--- src/rtl/nn_pkg.sv ---
// nn_pkg: shared word type, lane count, magnitude limit and collector states for the neuron datapath
package nn_pkg;
  localparam int N = 16;
  localparam int F = 8;
  localparam int LANES = 7;
  localparam logic [N-2:0] MAG_MAX = '1;
  typedef logic [N-1:0] sm_word_t;
  typedef enum logic {FILL, FULL} state_t;
endpackage

--- src/rtl/sm_mult.sv ---
// sm_mult: combinational signed-magnitude fixed-point multiply with truncate, saturate and zero-normalise
module sm_mult #(
  parameter int N = nn_pkg::N,
  parameter int F = nn_pkg::F
) (
  input  logic [N-1:0] a,
  input  logic [N-1:0] b,
  output logic [N-1:0] p,
  output logic         sat
);
  logic [2*N-3:0] w_full;
  logic [2*N-3:0] w_shr;
  logic [N-2:0]   w_mag;
  always_comb begin
    w_full = {{(N-1){1'b0}}, a[N-2:0]} * {{(N-1){1'b0}}, b[N-2:0]};
    w_shr  = w_full >> F;
    sat    = w_shr > {{(N-1){1'b0}}, {(N-1){1'b1}}};
    w_mag  = sat ? '1 : w_shr[N-2:0];
    p      = (w_mag == '0) ? '0 : {a[N-1] ^ b[N-1], w_mag};
  end
endmodule

--- src/rtl/product_collect7.sv ---
// product_collect7: multiplies accepted pairs and collects seven products into a held output vector
module product_collect7
  import nn_pkg::*;
#(
  parameter int N = nn_pkg::N,
  parameter int F = nn_pkg::F,
  parameter int LANES = nn_pkg::LANES
) (
  input  logic         clk,
  input  logic         rst_n,
  input  logic         flush,
  input  logic         in_valid,
  output logic         in_ready,
  input  logic [N-1:0] in_x,
  input  logic [N-1:0] in_w,
  output logic         out_valid,
  input  logic         out_ready,
  output logic [N-1:0] out_p [LANES],
  output logic         out_sat
);
  localparam int CW = $clog2(LANES);
  state_t          r_state, w_state_nxt;
  logic [CW-1:0]   r_cnt, w_cnt_nxt;
  logic            r_sat, w_sat_nxt;
  logic [N-1:0]    r_lanes [LANES];
  logic [N-1:0]    w_p;
  logic            w_psat, w_acc, w_drain, w_last;
  sm_mult #(.N(N), .F(F)) u_mult (.a(in_x), .b(in_w), .p(w_p), .sat(w_psat));
  always_comb begin
    in_ready    = r_state == FILL;
    out_valid   = r_state == FULL;
    w_acc       = in_valid && in_ready;
    w_drain     = out_valid && out_ready;
    w_last      = r_cnt == CW'(LANES - 1);
    w_state_nxt = flush ? FILL : (w_acc && w_last) ? FULL : w_drain ? FILL : r_state;
    w_cnt_nxt   = (flush || (w_acc && w_last)) ? '0 : w_acc ? r_cnt + 1'b1 : r_cnt;
    w_sat_nxt   = (flush || w_drain) ? 1'b0 : (w_acc && w_psat) ? 1'b1 : r_sat;
  end
  always_ff @(posedge clk or negedge rst_n) begin
    if (!rst_n) begin
      r_state <= FILL;
      r_cnt   <= '0;
      r_sat   <= 1'b0;
    end else begin
      r_state <= w_state_nxt;
      r_cnt   <= w_cnt_nxt;
      r_sat   <= w_sat_nxt;
    end
  end
  for (genvar i = 0; i < LANES; i++) begin : g_lane
    always_ff @(posedge clk or negedge rst_n) begin
      if (!rst_n) r_lanes[i] <= '0;
      else if (w_acc && !flush && r_cnt == CW'(i)) r_lanes[i] <= w_p;
    end
  end
  assign out_p   = r_lanes;
  assign out_sat = r_sat;
endmodule

--- config.mk ---
export PLATFORM = sky130hd
export DESIGN_NAME = product_collect7
export DESIGN_NICKNAME = d
export VERILOG_FILES = /design/src/rtl/nn_pkg.sv /design/src/rtl/sm_mult.sv /design/src/rtl/product_collect7.sv
export SDC_FILE = /design/constraint.sdc
export NUM_CORES = 1
export LEC_CHECK = 0
export CELL_PAD_IN_SITES_DETAIL_PLACEMENT = 2
export CELL_PAD_IN_SITES_GLOBAL_PLACEMENT = 2
export CORE_ASPECT_RATIO = 1.2
export CORE_MARGIN = 2
export CORE_UTILIZATION = 32
export DETAILED_ROUTE_END_ITERATION = 8
export PLACE_DENSITY = 0.78
export SETUP_SLACK_MARGIN = 0.1
export SYNTH_ARGS = -nofsm -noshare
export SYNTH_HDL_FRONTEND = slang
export SYNTH_SLANG_ARGS = --single-unit
--- constraint.sdc ---
create_clock -name clk -period 1.7 [get_ports clk]
set_clock_uncertainty 0.15 [all_clocks]
set_input_delay 0.255 -clock clk [delete_from_list [all_inputs] [get_ports clk]]
set_output_delay 0.255 -clock clk [all_outputs]
set_load 0.005 [all_outputs]
==> run_results.csv, run 1 <==
group,metric,value,unit
run_status,status,"finished, violations left",
run_status,violations,"setup timing",
grt,grtUsageTotal,0.3185,
logic_synthesis,synth-adder-area-share,0.3656,
clock_tree,cts_buffers,17,
logic_synthesis,yosys-stat-area,0.01237,mm²
layout,layout_top_cell,"buf_4",
logic_synthesis,edf_count,0,
drt,vias_per_cell,6.013,
run,drv_cap,0,
critical_path,startpoint_type,"input pin",
final_timing,fin_tns_setup,-599.48,ns
layout,layout_top_cells,"buf_4 (242), inv_1 (184), fa_1 (158)",
floorplan,initial_utilization,0.3260,
logic_synthesis,syn-cell-area,0.01237,mm²
final_timing,min_period,7.297,ns
critical_path,reg2reg_to,"out_p[107]",
final_timing,timing.fmax,0.1370,GHz
logic_synthesis,ys_sh_xor,0.01062,
logic_synthesis,synthSimpleGateAreaFrac,0.1806,
clock_tree,clkSlewWorstSetupHoldPaths,0.07,ns
logic_synthesis,synthTopCellsByArea,"fa_1 (27%), dfrtp_1 (24%), ha_1 (9.7%)",
logic_synthesis,ys_ff,117,
logic_synthesis,synth_top_area_share,0.2686,
final_timing,finalSetupViolations,114,
clock_tree,cts_max_level,4,
logic_synthesis,yosys_warnings,0,
logic_synthesis,ys_seq_frac,0.2366,
critical_path,path_delay_family,"adder cells",
place,dp_slack,-5.857,ns
drt,via_count,13510,
clock_tree,clock_latency,0.44,ns
layout,inverters,205,
drt,drc,0,
grt,grt_max_degree,46,
layout,dominant-cell-class,"combinational gates",
layout,area_growth_syn_to_layout,57.58,%
critical_path,path_class,"input pin to flop",
grt,grt_pass1_vias,14650,
critical_path,cp.arrival,7.47,ns
logic_synthesis,floorplan.nets,1659,
place,gp_congestion,0.8439,
logic_synthesis,synth.avg_cell_area,9.099,µm²
critical_path,rrSetupSlack,-0.72,ns
logic_synthesis,synth_stat.cells,1360,
final_timing,relSlewSlack,0.2889,
logic_synthesis,yosys-top-cells-count,"inv_1 (205), fa_1 (166), and2_1 (142)",
layout,clock_area_frac,0.02971,
critical_path,critPathBufInv,12,
logic_synthesis,top_cell,"inv_1",
final_timing,worst_slack,-5.597,ns
drt,ant_nets,0,
logic_synthesis,synthArstFlopShare,1.000,
run 1: per-layer routing:
layer	vias up	share of wire	global-route usage
met5	-	0.00016	0
met4	2	0.10	0.1923
met3	505	0.064	0.04232
met2	898	0.51	0.6116
met1	6907	0.33	0.3250
li1	5200	-	-
run 1: registers in the layout (all words and copies together) (netlist names):
name and flops:
out_p 112, r_cnt 3, out_sat 1, out_valid 1
run 1: how the worst max path moves through the flow:
stage / startpoint / endpoint / cells after the start
2_1_floorplan: in_w[1] / out_p[33] / 26
3_3_place_gp: in_x[9] / out_p[31] / 26
3_5_place_dp: in_x[10] / out_p[12] / 26
4_1_cts: in_x[8] / out_p[17] / 28
5_1_grt: in_w[3] / out_p[63] / 29
6_report: in_w[3] / out_p[31] / 29
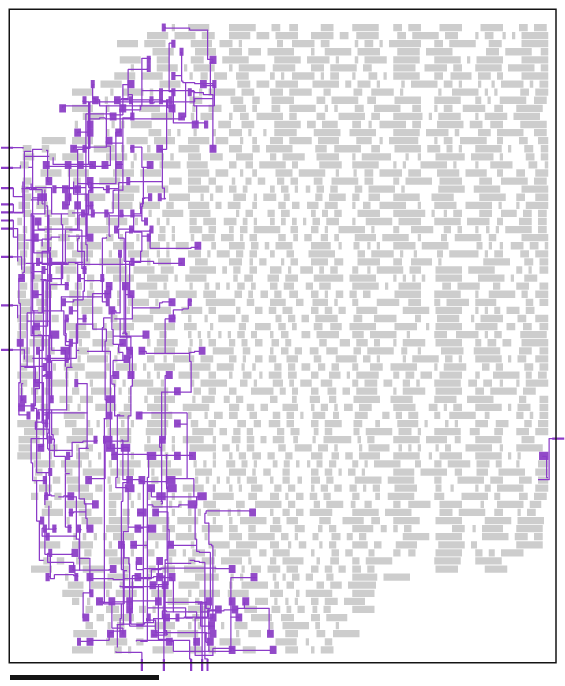
Figure 1: run 1, port wiring.
Scale bar: 50 µm.
Key: `in_w` = purple [direction input, end cells 225, buffers 55, wire 4,740 µm]
IO Pins: 152
IO buf count: 151

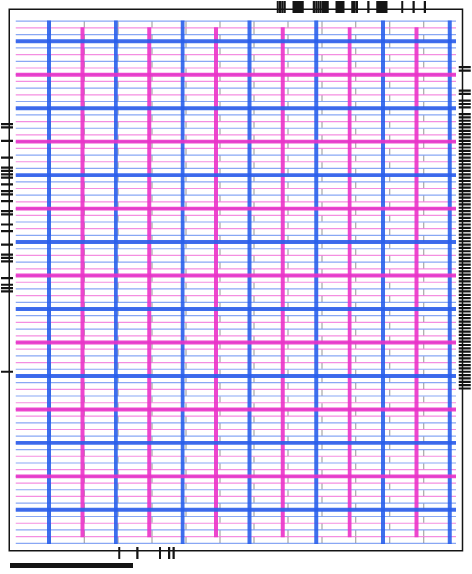
Figure 2: run 1, power grid.
Scale bar: 50 µm. Pins as bars on the die edge. Tap cells in gray.
Key: VDD = magenta; VSS = blue
79 met1 rails follow the rows. 480 tap cells. 13 straps on met4.
die height: 219.4 µm
Core Box Area: 0.03796 mm²
Die X: 183.5 µm

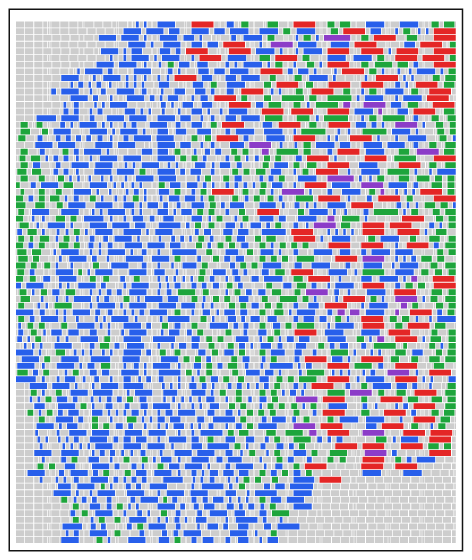
Figure 3: run 1, placement by cell class.
Fill, decap, tap and diode cells in gray.
Key: combinational and other logic = blue [cells 1,160, share of their area 58%]; sequential cells = red [cells 117, share of their area 15%]; clock drivers and dummy loads = purple [cells 31, share of their area 3.1%]; remaining buffers and delay cells = green [cells 455, share of their area 23%]
design area: 0.01950 mm²
Layout Utilization: 0.5136
Placement Rows: 78
Seq area share: 0.1501

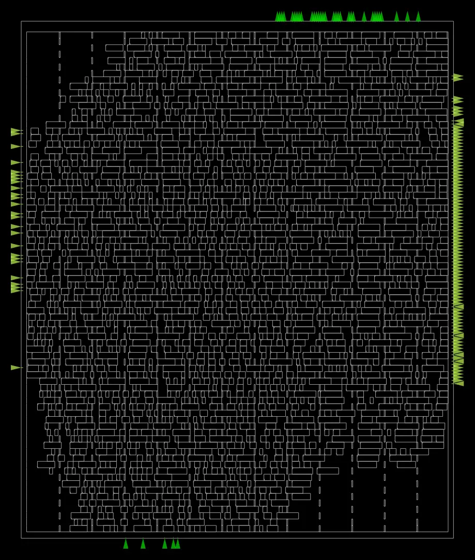
Figure 4: run 1, cell placement.
Flops: 117
fillcell total: 3,748
Post-Layout Cell Count: 2,247
n_taps: 480

==> run 1 -> run 2 <==
Settings changed: CORE_UTILIZATION 32 to 33, CTS_BUF_LIST set to sky130_fd_sc_hd__clkbuf_4, PLACE_DENSITY 0.78 to 0.8.
==> run 2 against run 1 <==
The flow still finishes with violations (setup timing); via count is 0.41% lower; sequential share of layout area up 0.37 points; count of clock-buffer cells in the layout unchanged; worst hold slack better by 0.15 ns; wire length shrank 1.3%; sequential cell count unchanged; maximum frequency is 4.3% higher; cell count rose by 0.76%; highest routed layer unchanged; first-iteration DRC count up 0.37%; design area shrank 2.4%.
==> run_results.csv, run 2 <==
group,metric,value,unit
clock_tree,cts_resized,314,
final_timing,rsz0062_at_grt,"true",
critical_path,cpPeakStageDelay,0.59,ns
logic_synthesis,yosys-stat-area,0.01237,mm²
run,log.warning_count,32,
critical_path,path_class,"input pin to flop",
floorplan,num_tap_cells,474,
layout,fillers,3716,
layout,clkbuf_count,17,
final_timing,hold_viol,0,
clock_tree,root_buffer,"clkbuf_4",
layout,largest_register_ffs,112,
critical_path,crit_end,"out_p[94]",
place,dp_hpwl,42.05,mm
critical_path,reg2reg_to,"out_p[108]",
run,drv_cap,0,
drt,drt_first_iter_violations,1072,
layout,logic_gates,955,
layout,dominant-cell-class,"combinational gates",
drt,via_count,13460,
run_status,violations,"setup timing",
layout,sh_comb_area,0.5171,
clock_tree,cts_buffers,17,
logic_synthesis,yosys_warnings,0,
drt,first_pass_iters,5,
final_timing,fin_tns_setup,-583.84,ns
layout,buf_share,0.2391,
critical_path,rrSetupSlack,-0.66,ns
layout,logic_area,0.009838,mm²
logic_synthesis,top_cell,"inv_1",
critical_path,cpMaxStageDelayCell,"fa_1",
layout,flop-count,117,
hold_path,hp-class,"input pin to flop",
logic_synthesis,synth-main-ff-cell,"dfrtp_1",
hold_path,worstHoldStart,"out_ready",
floorplan,top_level_ports,152,
grt,grt_pass1_vias,14500,
grt,grt_overflow,0,
drt,ant_nets,0,
logic_synthesis,ys_seq_frac,0.2366,
layout,buffers_excl_clock,479,
clock_tree,clkSlewWorstSetupHoldPaths,0.15,ns
layout,num-nets-final,2074,
clock_tree,cts_max_level,4,
critical_path,startpoint_type,"input pin",
clock_tree,clock_latency,0.58,ns
final_timing,relSlewSlack,0.3783,
floorplan,initial_utilization,0.3354,
critical_path,cp.required,2.01,ns
grt,grt_antenna_before_repair,3,
floorplan,fp.dieArea,0.03907,mm²
clock_tree,post_cts.repair.setup_buffers,34,
floorplan,die_y,216.1,µm
final_timing,drv_slew,0,
critical_path,crit_path_frequent_cell,"fa_1",
place,gp_congestion,0.8582,
floorplan,dieWidth,180.8,µm
final_timing,period_used_share,4.116,
final_timing,tightest_slew,0.9258,ns
final_timing,timing.fmax,0.1429,GHz
critical_path,reg2reg_depth,7,
grt,grt_max_degree,42,
drt,drc,0,
logic_synthesis,synth_cells,1360,
hold_path,min_path_cells,2,
critical_path,worstSetupEndpointType,"flop",
logic_synthesis,synth_cell_types,58,
logic_synthesis,syn-cell-area,0.01237,mm²
critical_path,crit_cells,26,
critical_path,r2r-start,"out_valid",
run_status,status,"finished, violations left",
layout,area_growth_syn_to_layout,53.76,%
drt,wire_per_inst,35.74,µm
logic_synthesis,edf_count,0,
final_timing,min_period,6.997,ns
clock_tree,clk_path_buf_depth,2,
clock_tree,cts_tree,"yes",
layout,drive_above_1_share,0.3529,
logic_synthesis,synth_top_area_share,0.2686,
logic_synthesis,synth.avg_cell_area,9.099,µm²
final_timing,fin_hold_ws,0.3176,ns
critical_path,crit_fanout,8,
hold_path,timing.hold.worst_endpoint,"out_valid",
logic_synthesis,synthArstFlopShare,1.000,
critical_path,path_delay_family,"adder cells",
logic_synthesis,ys_ff,117,
logic_synthesis,synth_stat.cells,1360,
critical_path,crit_start,"in_w[1]",
layout,inverters,205,
logic_synthesis,synthTopCellsByArea,"fa_1 (27%), dfrtp_1 (24%), ha_1 (9.7%)",
drt,vias_per_cell,5.944,
grt,grtUsageTotal,0.3049,
grt,grt_pass1_wl,90.29,mm
layout,antenna_cells,2,
logic_synthesis,yosys-top-cells-count,"inv_1 (205), fa_1 (166), and2_1 (142)",
layout,clock_area_frac,0.01808,
final_timing,worst_slack,-5.297,ns
critical_path,cp.arrival,7.30,ns
critical_path,critPathBufInv,10,
drt,routed_wl,80.92,mm
logic_synthesis,floorplan.nets,1659,
final_timing,finalSetupViolations,121,
place,placed_area,0.01595,mm²
layout,regArea,0.002928,mm²
layout,layout_top_cells,"buf_4 (261), inv_1 (183), fa_1 (155)",
clock_tree,postCtsHoldBufs,2,
clock_tree,cts.sinks,117,
layout,layout_top_cell,"buf_4",
place,portBuffers,151,
logic_synthesis,top_area_cell,"fa_1",
run 2: cell counts after synthesis:
Identical to the previous run, type by type.
run 2: routing by layer:
metal  up-vias  GRT usage  wire length (µm)
met5         -          0                13
met4         2     0.1731              8887
met3       491    0.03529              4326
met2       793     0.5894             41860
met1      6940     0.3151             25830
li1       5231          -                 -
run 2: stage by stage:
step / utilization / cells / worst slack (ns)
finish: 0.5156 / 2264 / -5.297
global route: 0.5156 / 2264 / -5.505
CTS: 0.4622 / 2181 / -4.581
detailed placement: 0.4322 / 2113 / -5.866
global placement: 0.4322 / 2113 / -5.687
floorplan: - / 1360 / -4.597
run 2: cells by family after synthesis:
group | share of synthesized area
fa+ha+maj | 0.3656
simple gates | 0.1806
flops | 0.2366
compound gates | 0.1156
xor+xnor | 0.01062
mux | 0.0008089
buf+inv | 0.09019
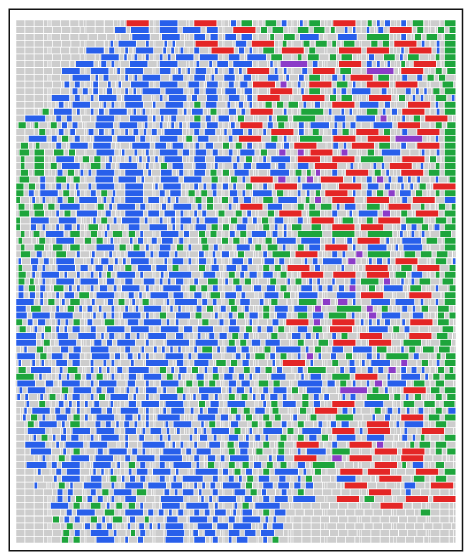
Figure 5: run 2, placement by cell class.
Fill, decap, tap and diode cells in gray.
design area: 0.01903 mm²
Placement Rows: 77
Seq area share: 0.1539
Core Box Area: 0.03690 mm²
Layout Utilization: 0.5156

